[src/rtl/fir_xifu_pkg.sv]
// Shared types and constants for the FIR XIFU coprocessor writeback path.
package fir_xifu_pkg;

  localparam int unsigned FIR_XIFU_ID_WIDTH  = 4;
  localparam int unsigned FIR_XIFU_WB_DEPTH  = 4;

  typedef logic [FIR_XIFU_ID_WIDTH-1:0] x_id_t;

  typedef struct packed {
    logic        valid;
    x_id_t       id;
    logic [4:0]  rd;
    logic [31:0] data;
    logic        we;
  } fir_xifu_ex2wb_t;

  typedef struct packed {
    x_id_t id;
    logic  commit_kill;
  } x_commit_t;

  typedef struct packed {
    x_id_t       id;
    logic [31:0] data;
    logic [4:0]  rd;
    logic        we;
    logic        exc;
    logic [5:0]  exccode;
    logic        err;
    logic        dbg;
  } x_result_t;

endpackage

[src/rtl/fir_xifu_wb_if.sv]
// CV-X-IF commit and result channels as seen by the coprocessor and the core.
interface cv32e40x_if_xif;
  import fir_xifu_pkg::*;

  logic      commit_valid;
  x_commit_t commit;

  logic      result_valid;
  logic      result_ready;
  x_result_t result;

  modport coproc_commit (input commit_valid, input commit);
  modport coproc_result (output result_valid, output result, input result_ready);
  modport core_commit   (output commit_valid, output commit);
  modport core_result   (input result_valid, input result, output result_ready);

endinterface

[src/rtl/fir_xifu_wb_fifo.sv]
// Generic in-order synchronous FIFO; full/empty come from the occupancy counter.
module fir_xifu_wb_fifo #(
  parameter int unsigned DEPTH = 4,
  parameter type         T     = logic,
  localparam int unsigned AW   = $clog2(DEPTH),
  localparam int unsigned CW   = AW + 1
) (
  input  logic          clk_i,
  input  logic          rst_ni,
  input  logic          clear_i,
  input  logic          push_i,
  input  T              data_i,
  input  logic          pop_i,
  output T              head_o,
  output logic          empty_o,
  output logic          full_o,
  output logic [CW-1:0] count_o
);

  T              mem_q [DEPTH];
  logic [AW-1:0] wr_ptr_q, rd_ptr_q;
  logic [CW-1:0] count_q;

  assign empty_o = (count_q == '0);
  assign full_o  = (count_q == CW'(DEPTH));
  assign count_o = count_q;
  assign head_o  = mem_q[rd_ptr_q];

  // Pointers wrap naturally since DEPTH is a power of two.
  always_ff @(posedge clk_i or negedge rst_ni) begin
    if (!rst_ni) begin
      wr_ptr_q <= '0;
      rd_ptr_q <= '0;
      count_q  <= '0;
    end else if (clear_i) begin
      wr_ptr_q <= '0;
      rd_ptr_q <= '0;
      count_q  <= '0;
    end else begin
      if (push_i) wr_ptr_q <= wr_ptr_q + 1'b1;
      if (pop_i)  rd_ptr_q <= rd_ptr_q + 1'b1;
      unique case ({push_i, pop_i})
        2'b10:   count_q <= count_q + 1'b1;
        2'b01:   count_q <= count_q - 1'b1;
        default: count_q <= count_q;
      endcase
    end
  end

  always_ff @(posedge clk_i) begin
    if (push_i && !clear_i) mem_q[wr_ptr_q] <= data_i;
  end

  a_no_push_full: assert property (@(posedge clk_i) disable iff (!rst_ni)
    !(push_i && full_o && !pop_i));
  a_no_pop_empty: assert property (@(posedge clk_i) disable iff (!rst_ni)
    !(pop_i && empty_o));
  a_count_bound: assert property (@(posedge clk_i) disable iff (!rst_ni)
    count_q <= CW'(DEPTH));

endmodule

[src/rtl/fir_xifu_wb.sv]
// Writeback stage: buffers EX completions and emits X-IF results for committed,
// non-killed offloads in order; killed entries are dropped one per cycle.
module fir_xifu_wb
  import fir_xifu_pkg::*;
#(
  parameter int unsigned DEPTH    = FIR_XIFU_WB_DEPTH,
  parameter int unsigned ID_WIDTH = FIR_XIFU_ID_WIDTH,
  localparam int unsigned CW      = $clog2(DEPTH) + 1
) (
  input  logic                        clk_i,
  input  logic                        rst_ni,
  input  logic                        clear_i,
  input  fir_xifu_ex2wb_t             ex2wb_i,
  output logic                        ex2wb_ready_o,
  cv32e40x_if_xif.coproc_commit       xif_commit_i,
  cv32e40x_if_xif.coproc_result       xif_result_o,
  output logic [CW-1:0]               count_o
);

  localparam int unsigned NIDS = 2 ** ID_WIDTH;

  typedef enum logic [1:0] {
    HEAD_EMPTY,
    HEAD_WAIT,
    HEAD_READY,
    HEAD_DROP
  } head_state_e;

  fir_xifu_ex2wb_t   head;
  logic              empty, full, push, pop;
  head_state_e       head_state;
  logic [NIDS-1:0]   cmt_q, cmt_d, kill_q, kill_d;
  logic [ID_WIDTH-1:0] head_id, cmt_id;
  x_result_t         result;

  assign head_id       = ID_WIDTH'(head.id);
  assign cmt_id        = ID_WIDTH'(xif_commit_i.commit.id);
  assign push          = ex2wb_i.valid && !full;
  assign ex2wb_ready_o = !full;

  fir_xifu_wb_fifo #(
    .DEPTH (DEPTH),
    .T     (fir_xifu_ex2wb_t)
  ) u_fifo (
    .clk_i   (clk_i),
    .rst_ni  (rst_ni),
    .clear_i (clear_i),
    .push_i  (push),
    .data_i  (ex2wb_i),
    .pop_i   (pop),
    .head_o  (head),
    .empty_o (empty),
    .full_o  (full),
    .count_o (count_o)
  );

  always_comb begin
    head_state = HEAD_EMPTY;
    if (!empty) begin
      if (kill_q[head_id])     head_state = HEAD_DROP;
      else if (cmt_q[head_id]) head_state = HEAD_READY;
      else                     head_state = HEAD_WAIT;
    end
  end

  assign pop = (head_state == HEAD_DROP) ||
               ((head_state == HEAD_READY) && xif_result_o.result_ready);

  always_comb begin
    result = '0;
    if (head_state == HEAD_READY) begin
      result.id   = head.id;
      result.data = head.data;
      result.rd   = head.rd;
      result.we   = head.we;
    end
  end

  assign xif_result_o.result_valid = (head_state == HEAD_READY);
  assign xif_result_o.result       = result;

  // Clear on pop first, then apply the commit so a same-cycle reuse of the ID survives.
  always_comb begin
    cmt_d  = cmt_q;
    kill_d = kill_q;
    if (pop) begin
      cmt_d[head_id]  = 1'b0;
      kill_d[head_id] = 1'b0;
    end
    if (xif_commit_i.commit_valid) begin
      cmt_d[cmt_id] = 1'b1;
      if (xif_commit_i.commit.commit_kill) kill_d[cmt_id] = 1'b1;
    end
  end

  always_ff @(posedge clk_i or negedge rst_ni) begin
    if (!rst_ni) begin
      cmt_q  <= '0;
      kill_q <= '0;
    end else if (clear_i) begin
      cmt_q  <= '0;
      kill_q <= '0;
    end else begin
      cmt_q  <= cmt_d;
      kill_q <= kill_d;
    end
  end

  a_count_bound: assert property (@(posedge clk_i) disable iff (!rst_ni)
    count_o <= CW'(DEPTH));
  a_commit_fresh: assert property (@(posedge clk_i) disable iff (!rst_ni || clear_i)
    xif_commit_i.commit_valid |-> !cmt_q[cmt_id]);
  a_payload_stable: assert property (@(posedge clk_i) disable iff (!rst_ni || clear_i)
    (xif_result_o.result_valid && !xif_result_o.result_ready) |=>
      (xif_result_o.result_valid && $stable(xif_result_o.result)));

endmodule

[src/flat_wrapper.sv]
// flat-port wrapper written by rule: the top's interface ports become plain ports
module fir_xifu_wb_flat import fir_xifu_pkg::*;
#(
  parameter int unsigned DEPTH    = FIR_XIFU_WB_DEPTH,
  parameter int unsigned ID_WIDTH = FIR_XIFU_ID_WIDTH,
  localparam int unsigned CW      = $clog2(DEPTH) + 1
)
  (clk_i, rst_ni, clear_i, ex2wb_i, ex2wb_ready_o, count_o, xif_commit_i_commit_valid, xif_commit_i_commit, xif_result_o_result_valid, xif_result_o_result, xif_result_o_result_ready);
  cv32e40x_if_xif xif_commit_i_i ();
  cv32e40x_if_xif xif_result_o_i ();
  input  logic clk_i;
  input  logic rst_ni;
  input  logic clear_i;
  input  fir_xifu_ex2wb_t ex2wb_i;
  output logic ex2wb_ready_o;
  output logic [CW-1:0] count_o;
  input wire logic [$bits(xif_commit_i_i.commit_valid)-1:0] xif_commit_i_commit_valid;
  input wire logic [$bits(xif_commit_i_i.commit)-1:0] xif_commit_i_commit;
  output wire logic [$bits(xif_result_o_i.result_valid)-1:0] xif_result_o_result_valid;
  output wire logic [$bits(xif_result_o_i.result)-1:0] xif_result_o_result;
  input wire logic [$bits(xif_result_o_i.result_ready)-1:0] xif_result_o_result_ready;
  assign xif_commit_i_i.commit_valid = xif_commit_i_commit_valid;
  assign xif_commit_i_i.commit = xif_commit_i_commit;
  assign xif_result_o_result_valid = xif_result_o_i.result_valid;
  assign xif_result_o_result = xif_result_o_i.result;
  assign xif_result_o_i.result_ready = xif_result_o_result_ready;
  fir_xifu_wb #(.DEPTH(DEPTH), .ID_WIDTH(ID_WIDTH)) u_core (.clk_i(clk_i), .rst_ni(rst_ni), .clear_i(clear_i), .ex2wb_i(ex2wb_i), .ex2wb_ready_o(ex2wb_ready_o), .xif_commit_i(xif_commit_i_i), .xif_result_o(xif_result_o_i), .count_o(count_o));
endmodule
[config.mk]
export PLATFORM = sky130hd
export DESIGN_NAME = fir_xifu_wb_flat
export DESIGN_NICKNAME = d
export VERILOG_FILES = /design/src/rtl/fir_xifu_pkg.sv /design/src/rtl/fir_xifu_wb_if.sv /design/src/rtl/fir_xifu_wb_fifo.sv /design/src/rtl/fir_xifu_wb.sv /design/src/flat_wrapper.sv
export SDC_FILE = /design/constraint.sdc
export NUM_CORES = 1
export LEC_CHECK = 0
export CAP_MARGIN = 0
export CORE_MARGIN = 5
export CORE_UTILIZATION = 55
export DETAILED_ROUTE_END_ITERATION = 16
export GPL_ROUTABILITY_DRIVEN = 1
export PLACE_DENSITY = 0.79
export SYNTH_ARGS = -nofsm -noshare
export SYNTH_HDL_FRONTEND = slang
export SYNTH_SLANG_ARGS = --single-unit
export TNS_END_PERCENT = 100
[constraint.sdc]
create_clock -name clk_i -period 4.4 [get_ports clk_i]
set_input_delay 0.88 -clock clk_i [delete_from_list [all_inputs] [get_ports clk_i]]
set_output_delay 0.88 -clock clk_i [all_outputs]
set_load 0.005 [all_outputs]
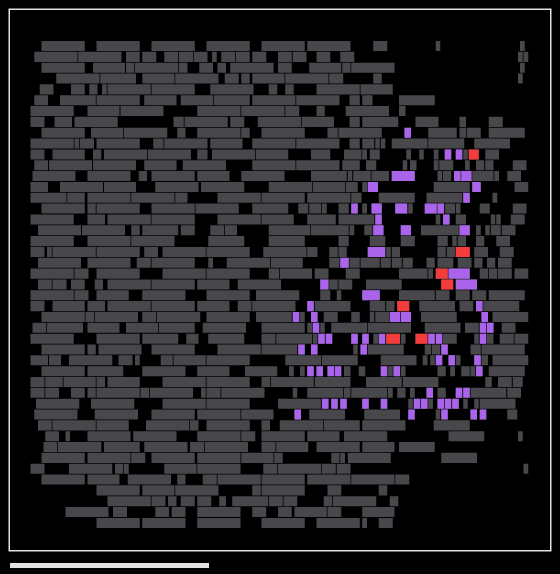
**Above:** run 1 (selected gate families).
Bar = 50 um.
Key: inverting AOI/OAI gates = purple [cells 75, most used o21ai_0]; AND-OR and OR-AND gates = red [cells 7, most used a22o_1, where east]
Commonest Layout Cell: edfxtp_1
Layout Cells excl Fill: 877

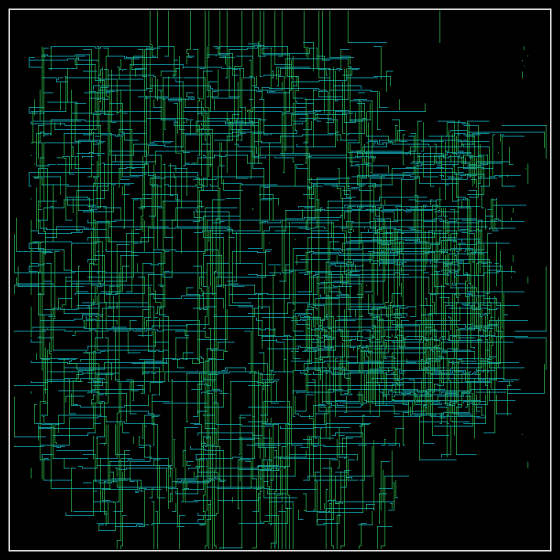
**Above:** run 1 (wiring by layer).
Only two layers are drawn.
Key: metal 2 = green [wire length 9440 um]; metal 1 = cyan [wire length 7770 um]
routed length per instance: 21.69 um
DR vias: 5094
Routed Wire Length: 19020 um
Tot GR Track Use: 21.24%

==> flow_summary.toml, run 1 <==
# flow metrics
[critical_path]
critPathTopFamily = "buffers and inverters"
critical_path_arrival_ns = 3.57
cp_slowest_cell = "mux4_2"
critPathLaunchType = "flip-flop"
crit_fanout = 27
criticalPathCategory = "flip-flop to output port"
max_stage_delay_ns = 0.54
required_ns = 3.52
end_kind = "output port"
crit_chain = "buf_12, mux4_2, buf_4, mux2i_1, a221oi_2, mux2_1, nand3b_1, buf_12, nor2b_1, clkdlybuf4s50_1"
crit_top_cell = "buf_12"

[timing]
slew_headroom_pct = 19.21
rsz0062_at_grt = "yes"
slew_violations = 0
fin_crit_sh_pct = 101.1
fin_ws_ns = -0.04910
tightest_slew_ns = 1.209
finalSetupViolCount = 14
fmax_mhz = 224.8
fin_skew_ns = 0.01632
finalHoldViolCount = 0

[cells_and_area]
lay_top_cells = "edfxtp_1, clkdlybuf4s50_1, mux4_2"
antenna_cells = 0
area_growth_pct = 24.00
drive_above_1_share_pct = 17.87
nets = 709

[logic_synthesis]
synth_warnings = 0
ys.flop_type = "edfxtp_1"
syn_inst = 527
synth.avg_cell_area_um2 = 16.44
ys_area_um2 = 8666
ys_cells = 527
netlist_area_um2 = 8666
async_flop_share_pct = 18.84

[detailed_routing]
drc_errors = 0
dr.first_iter.drc_count = 408
ant_nets = 0

[die]
core_area_um2 = 15310
fp_util_pct = 56.58
die-area_um2 = 18370
io_pins = 109
rows = 45
die_y_um = 135.5

[global_route]
grt_pass1_vias = 5456
grt_max_degree = 43
grt_pass1_wl_um = 30040
grt_overflow = 0

[placed_design]
place_inst = 829
portBuffers = 99
gp_congestion = 0.8877
dpl.hpwl_um = 12050

[outcome]
status = "complete, but fails checks"
violations = "negative setup slack"

[run]
cap_viol_max_count = 0
openroad.warnings = 31

[clock_tree]
clk_pin_slew_ns = 0.07
cts_sinks = 207
cts_tree = "built"
clk_path_buf_depth = 3
cts_root_buf = "clkbuf_16"
cts_buffers = 22

[power]
seq_power_share_pct = 46.5
power_density_nw_per_um2 = 449.3
comb_power_share_pct = 17.4
power_switching_mw = 1.177
clockPowerShare_pct = 36.1
leakage_nw = 3.762

[worst_hold_path]
hp-class = "flip-flop to flip-flop"
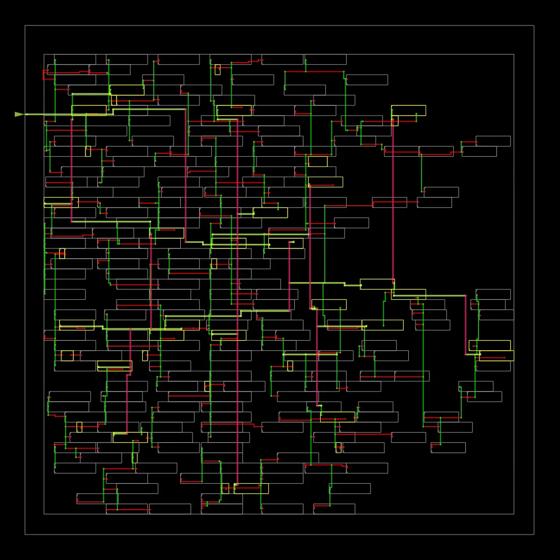
**Above:** run 1 (clock routing).
Seq cells: 207
clock buffers: 30
insertion delay to the later sink of the worst-skew pair: 0.52 ns

==> run 1: stage by stage <==
step	worst slack, ns	utilization [%]	instance area (um2)	hold slack [ns]
after floorplan	1.004	-	8696	0.4651
after global placement	0.3822	64.69	9907	0.4956
after detailed placement	0.2439	64.69	9907	0.5027
after CTS	-0.1017	69.93	10710	0.5180
after global routing	-0.1807	70.16	10750	0.5344
final	-0.04910	70.16	10750	0.5156
==> run 1: state kept, by name (all words and copies together), names as in the netlist <==
name,cells
u_core.u_fifo.wr_ptr_q,2
u_core.u_fifo.count_o,3
u_core.u_fifo.mem_q,168
u_core.u_fifo.rd_ptr_q,2
u_core.kill_q,16
u_core.cmt_q,16
==> run 1: timing repair <==
item / CTS / global route
hold buffers: 0 / 0
setup endpoints to repair: 43 / 43
cloned: 1 / 0
buffers inserted: 8 / 0
gates resized: 4 / 14
==> run 1: cell families (layout without fill, tap and decap cells) <==
family	count (synthesis)	count (layout)	share of synthesized area (%)
multiplexers	62	63	13.37
adder cells (fa/ha/maj)	5	5	0.8086
XOR/XNOR	4	4	0.4910
flip-flops	207	207	69.48
AND/OR/NAND/NOR	122	122	7.436
AND-OR/OR-AND	82	82	5.804
buffers and inverters	44	174	2.570
other	1	9	0.04327
==> run 1: final timing paths <==
path / end / from / depth (start not counted) / slack, ns
min reg2reg: u_core.cmt_q[3] / u_core.cmt_q[3] / 1 / 0.52
max reg2reg: u_core.u_fifo.count_o[2] / u_core.u_fifo.rd_ptr_q[0] / 15 / 0.64
min in group asynchronous: u_core.kill_q[3] / rst_ni / 2 / 0.74
min: u_core.cmt_q[3] / u_core.cmt_q[3] / 1 / 0.52
max: xif_result_o_result[36] / u_core.u_fifo.rd_ptr_q[0] / 10 / -0.05
max in group asynchronous: u_core.u_fifo.rd_ptr_q[0] / rst_ni / 2 / 3.42
==> run 1: layout make-up <==
type / count / area [um2]
clock inverter: 9 / 93.84
inverter: 11 / 41.29
timing repair buffer: 124 / 1221
tap: 211 / 264.0
clock buffer: 30 / 590.6
fill: 1023 / 4569
multi-input combinational: 285 / 2509
sequential: 207 / 6026
==> run 1: power groups by stage <==
stage               sequential (mW)  combinational (mW)  clock (mW)
floorplan                      2.27               0.451           0
global placement               2.28               0.780           0
detailed placement             2.29               0.797           0
CTS                            2.25               0.844        1.78
global route                   2.25               0.904        1.87
finish                         2.25               0.839        1.74
==> run 1: Yosys cell counts, drive strengths merged, types with 3 or more instances <==
master	instances	area, um2
mux4	42	945.9
mux2	4	48.79
o21ai	32	171.4
nand2	31	116.4
nor2b	45	281.5
a21oi	26	130.1
ha	4	50.05
o211ai	5	37.54
and2	12	75.07
mux2i	16	163.9
dfrtp	39	975.9
inv	11	41.29
buf	19	128.9
a22o	4	36.29
clkbuf	14	52.55
nand2b	3	18.77
edfxtp	168	5045
nand3	9	45.04
o31ai	3	22.52
nor2	13	48.80
==> run 1: layer usage <==
metal	up-vias	global-route usage (%)	part of all wire, %
met5	-	0	0
met2	199	36.23	50
met4	0	5.935	2.9
met3	42	4.718	6.6
met1	2597	27.78	41
li1	2256	-	-
## Run 2: what changed since run 1
--- a/config.mk
+++ b/config.mk
@@ -11,6 +11,7 @@
 export DETAILED_ROUTE_END_ITERATION = 16
 export GPL_ROUTABILITY_DRIVEN = 1
 export PLACE_DENSITY = 0.79
+export SLEW_MARGIN = 20
 export SYNTH_ARGS = -nofsm -noshare
 export SYNTH_HDL_FRONTEND = slang
 export SYNTH_SLANG_ARGS = --single-unit
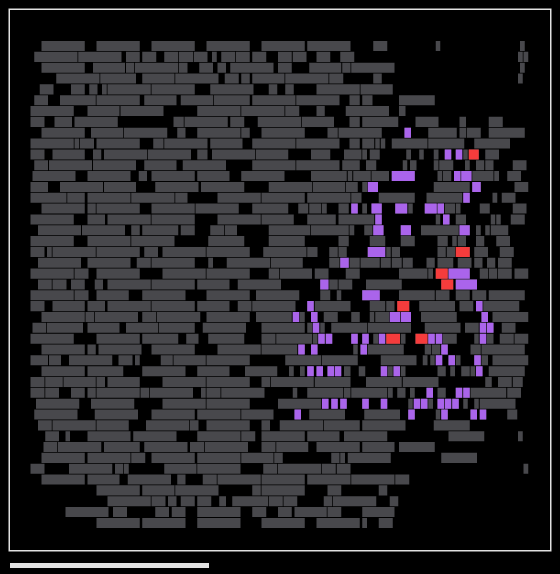
**Above:** run 2 (selected gate families).
Bar = 50 um.
Key: AND-OR and OR-AND gates = red [cells 7, most used a22o_1, where east]; inverting AOI/OAI gates = purple [cells 75, most used o21ai_0]
multi-input combinational area share: 23.38%

==> flow_summary.toml, run 2 <==
# flow metrics
[timing]
slew_violations = 0
finalHoldViolCount = 0
fin_crit_sh_pct = 101.2
finalSetupViolCount = 11
whs_ns = 0.5297
tightest_slew_ns = 1.031
rsz0062_at_grt = "yes"
slew_headroom_pct = 31.12
fmax_mhz = 224.5
fin_skew_ns = 0.01717
tns_ns = -0.2683
fin_ws_ns = -0.05345

[logic_synthesis]
syn_inst = 527
netlist_area_um2 = 8666
top_cell_area_share_pct = 58.22
ys_area_um2 = 8666
ys_cells = 527
top_cells_by_count = "edfxtp_1, nor2b_1, mux4_2, dfrtp_1"
synth.avg_cell_area_um2 = 16.44
yosysMostFrequentCell = "edfxtp_1"
async_flop_share_pct = 18.84
ys.flop_type = "edfxtp_1"
synth_warnings = 0

[cells_and_area]
antenna_cells = 0
top_regs = "u_core.u_fifo.mem_q x168, u_core.cmt_q x16, u_core.kill_q x16"
largest_reg_flops = 168
drive_above_1_share_pct = 18.02
lay_top_cells = "edfxtp_1, clkdlybuf4s50_1, mux4_2"
nets = 709
area_growth_pct = 24.05
top_register = "u_core.u_fifo.mem_q"
layout_top_cell = "edfxtp_1"
final_cells = 877

[global_route]
grtUsageTotal_pct = 21.24
grt_overflow = 0
grt_pass1_wl_um = 30040
grt_pass1_vias = 5456

[placed_design]
place_inst = 829
portBuffers = 99
dpl.hpwl_um = 12050
gp_congestion = 0.8877

[critical_path]
criticalPathCategory = "flip-flop to output port"
rrSetupSlack_ns = 0.64
crit_chain = "buf_12, mux4_2, buf_4, mux2i_1, a221oi_2, mux2_1, nand3b_1, buf_12, nor2b_1, clkdlybuf4s50_1"
cp_slowest_cell = "clkdlybuf4s50_1"
max_stage_delay_ns = 0.55
critical_path_arrival_ns = 3.57
crit_top_cell = "buf_12"
required_ns = 3.52
end_kind = "output port"
critPathLaunchType = "flip-flop"

[detailed_routing]
post_drt_wl_per_cell_um = 21.65
drc_errors = 0
vias = 5085
wirelength_um = 18990
dr.first_iter.drc_count = 382
ant_nets = 0

[clock_tree]
cts_buffers = 22
cts_sinks = 207
clk_path_buf_depth = 3
cts_hold_buf = 0
clk_pin_slew_ns = 0.07
cts_tree = "built"
cts_root_buf = "clkbuf_16"

[outcome]
status = "complete, but fails checks"
violations = "negative setup slack"

[worst_hold_path]
hp-class = "flip-flop to flip-flop"

[die]
die_y_um = 135.5
io_pins = 109
rows = 45
die-area_um2 = 18370
fp_util_pct = 56.58
core_area_um2 = 15310

[run]
openroad.warnings = 31
cap_viol_max_count = 0

[power]
leakage_nw = 3.763
## run 2: cell type report
type	instances	area (um2)
clock buffer	30	590.6
clock inverter	9	93.84
fill	1022	4564
inverter	11	41.29
multi-input combinational	285	2514
sequential	207	6026
tap	211	264.0
timing repair buffer	124	1221
## run 2: metal layers
layer	up-vias	routed length, um	GRT usage, %	share of wire [%]
met1	2586	7656	27.78	40
li1	2259	-	-	-
met5	-	0	0	0
met4	0	554	5.935	2.9
met3	41	1339	4.718	7.1
met2	199	9440	36.23	50
## run 2: report_power, final
part,switching (mW),internal [mW]
Combinational,0.402,0.437
Clock,0.738,1.01
Sequential,0.0367,2.21
## run 2: final timing paths
path	startpoint	end	depth (start not counted)
setup / recovery	u_core.u_fifo.rd_ptr_q[0]	xif_result_o_result[32]	10
hold / removal	u_core.kill_q[3]	u_core.kill_q[3]	1
setup reg to reg	u_core.u_fifo.rd_ptr_q[0]	u_core.u_fifo.count_o[2]	15
hold reg to reg	u_core.kill_q[3]	u_core.kill_q[3]	1
max in group asynchronous	rst_ni	u_core.u_fifo.rd_ptr_q[0]	2
min in group asynchronous	rst_ni	u_core.cmt_q[4]	2
## run 2: critical path: cells and delay by family, from the launching register on
family / cells / cell delay, ns
DFF: 1 / 0.50
and+or+nand+nor: 2 / 0.32
buffers and inverters: 4 / 1.10
muxes: 3 / 0.84
AOI/OAI and AO/OA: 1 / 0.29
## run 2: cells by family after synthesis
group / share of synthesized area [%]
mux: 13.37
simple gates: 7.436
buf+inv: 2.570
other cells: 0.04327
flops: 69.48
compound gates: 5.804
xor+xnor: 0.4910
fa+ha+maj: 0.8086
## run 2: timing repair
item	CTS	global route
endpoints found under the setup margin	43	43
setup buffers	8	0
cloned	1	0
gates resized	4	14
## run 2: metrics by stage
step	setup WS [ns]	utilization, %	total power, mW	area (um2)
CTS	-0.1017	69.93	4.867	10710
detailed placement	0.2439	64.69	3.084	9907
global route	-0.1807	70.20	5.022	10750
floorplan	1.004	-	2.722	8696
finish	-0.05345	70.20	4.828	10750
global placement	0.3822	64.69	3.059	9907
**Run 2: clock routing**

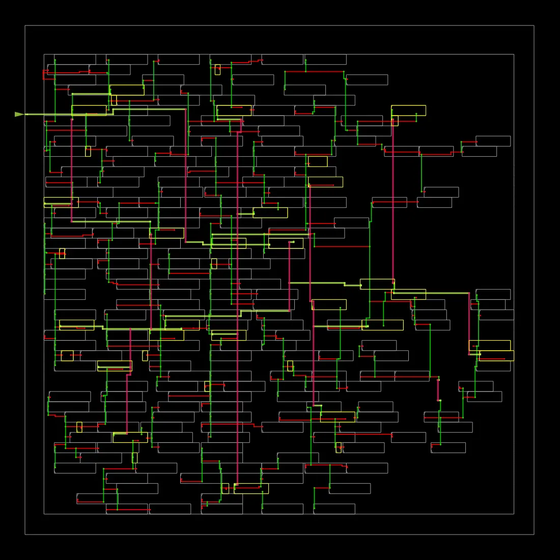

## Run 3: what changed since run 2
--- a/config.mk
+++ b/config.mk
@@ -11,6 +11,7 @@
 export DETAILED_ROUTE_END_ITERATION = 16
 export GPL_ROUTABILITY_DRIVEN = 1
 export PLACE_DENSITY = 0.79
+export RECOVER_POWER = 25
 export SLEW_MARGIN = 20
 export SYNTH_ARGS = -nofsm -noshare
 export SYNTH_HDL_FRONTEND = slang
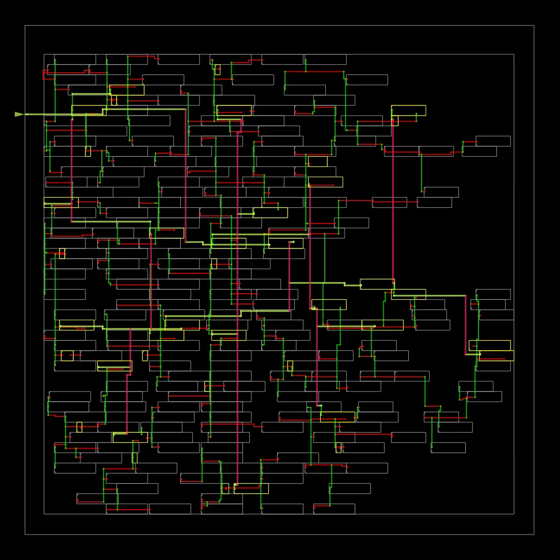
**Above:** run 3 (clock routing).
Num CTS Buffers: 22
Clk. pwr: 1.74 mW
clk sinks: 207
Worst Clk Skew: 0.01571 ns

==> flow_summary.toml, run 3 <==
# flow metrics
[critical_path]
reg2reg_from = "u_core.u_fifo.rd_ptr_q[0]"
critical_path_arrival_ns = 3.58
crit_chain = "buf_12, mux4_2, buf_4, mux2i_1, a221oi_2, mux2_1, nand3b_1, buf_12, nor2b_1, clkdlybuf4s50_1"
critPathTopFamily = "buffers and inverters"
crit_top_cell = "buf_12"
cp_num_buf_inv = 4
end_kind = "output port"
criticalPathCategory = "flip-flop to output port"
critPathLaunchType = "flip-flop"
max_stage_delay_ns = 0.55
cp_slowest_cell = "clkdlybuf4s50_1"

[timing]
fin_ws_ns = -0.05933
finalSetupViolCount = 13
fmax_mhz = 224.2
finalHoldViolCount = 0
whs_ns = 0.5165
slew_violations = 0
rsz0062_at_grt = "yes"
fin_crit_sh_pct = 101.3

[worst_hold_path]
hp-class = "flip-flop to flip-flop"
hp-start = "u_core.cmt_q[3]"

[logic_synthesis]
synth.logic.top_family = "multiplexers"
ys_sh_mux_pct = 13.37
top_cells_by_count = "edfxtp_1, nor2b_1, mux4_2, dfrtp_1"
netlist_area_um2 = 8666
yosysMostFrequentCell = "edfxtp_1"
top_cell_area_share_pct = 58.22
synth.avg_cell_area_um2 = 16.44
compound_area_share_pct = 5.804
ys_cells = 527
ys_sh_simple_pct = 7.436
async_flop_share_pct = 18.84
ys_area_um2 = 8666
xor_share_pct = 0.4909
syn_inst = 527
ys_sh_adder_pct = 0.8085

[global_route]
grt_overflow = 0
grt_pass1_wl_um = 30040

[die]
die-area_um2 = 18370
rows = 45
die_y_um = 135.5
core_area_um2 = 15310
fp_util_pct = 56.58
io_pins = 109

[cells_and_area]
top_register = "u_core.u_fifo.mem_q"
nets = 709
n_fill_cell = 1023
layout_top_cell = "edfxtp_1"
fin_util_pct = 70.16
largest_reg_flops = 168
area_growth_pct = 24.00
top_regs = "u_core.u_fifo.mem_q x168, u_core.cmt_q x16, u_core.kill_q x16"
lay_top_cells = "edfxtp_1, clkdlybuf4s50_1, mux4_2"

[clock_tree]
cts_tree = "built"
clk_path_buf_depth = 3
clk_pin_slew_ns = 0.07
cts_root_buf = "clkbuf_16"
cts_hold_buf = 0

[outcome]
status = "complete, but fails checks"
violations = "negative setup slack"

[run]
cap_viol_max_count = 0

[detailed_routing]
route.met3.wl_um = 1209
post_drt_wl_per_cell_um = 21.57
ant_nets = 0
dr.first_iter.drc_count = 382
wirelength_um = 18940
met1_length_um = 7761
dr.max_layer_used = "met5"

[placed_design]
portBuffers = 99
gp_congestion = 0.8877
dpl.hpwl_um = 12050
run 3: cell counts after synthesis:
No cell type changed its count.
run 3: kinds of logic (layout without fill, tap and decap cells):
group,count (synthesis),after routing
buffers and inverters,44,174
DFF,207,207
and+or+nand+nor,122,122
muxes,62,63
adders and majority gates,5,5
AOI/OAI and AO/OA,82,82
xor gates and xnor gates,4,4
other,1,10
run 3: where the power goes:
part           switching [mW]  internal (mW)  total, mW
Clock                   0.738           1.01       1.74
Sequential             0.0367           2.21       2.25
Combinational           0.402          0.432      0.835
Total                    1.18           3.65       4.82
run 3: final timing paths:
check                      cells past startpoint  slack [ns]                         to
min                                            1        0.52            u_core.cmt_q[3]
max                                           10       -0.06    xif_result_o_result[36]
max reg2reg                                   15        0.64   u_core.u_fifo.count_o[2]
min in group asynchronous                      2        1.12            u_core.cmt_q[4]
max in group asynchronous                      2        2.49  u_core.u_fifo.rd_ptr_q[0]
min reg2reg                                    1        0.52            u_core.cmt_q[3]
run 3: what timing repair did:
action,CTS,global route
setup endpoints to repair,43,43
setup buffers,8,0
gates resized,4,14
gates cloned,1,0
run 3: routing by layer:
layer	track usage (%)	vias up
li1	-	2264
met4	5.935	2
met2	36.23	193
met3	4.718	41
met1	27.78	2580
met5	0	-
run 3: per-stage QoR:
stage | worst slack (ns) | cells | cell area, um2 | power (mW) | setup TNS [ns]
finish | -0.05933 | 878 | 10750 | 4.824 | -0.2932
global route | -0.1807 | 878 | 10750 | 5.018 | -3.970
CTS | -0.1017 | 877 | 10710 | 4.867 | -0.6695
detailed placement | 0.2439 | 829 | 9907 | 3.084 | 0
global placement | 0.3822 | 829 | 9907 | 3.059 | 0
floorplan | 1.004 | 535 | 8696 | 2.722 | 0
run 3: worst register-to-register path: cells and delay by family, from the launching register on:
family	cells	cell delay, ns
and+or+nand+nor	2	0.38
AOI/OAI and AO/OA	7	1.26
DFF	1	0.50
adders and majority gates	1	0.45
muxes	2	0.59
buffers and inverters	3	0.51
run 3: area by class of cell:
class / instances / area [um2] / area share (%)
Multi-Input combinational cell: 285 / 2514 / 23.39
Tap cell: 211 / 264.0 / 2.457
Timing Repair Buffer: 124 / 1214 / 11.29
Sequential cell: 207 / 6026 / 56.08
Inverter: 11 / 41.29 / 0.3843
Antenna cell: 1 / 2.502 / 0.02329
Clock inverter: 9 / 93.84 / 0.8733
Clock buffer: 30 / 590.6 / 5.496
No activity file was given, so power comes from the tool's default toggle rates.
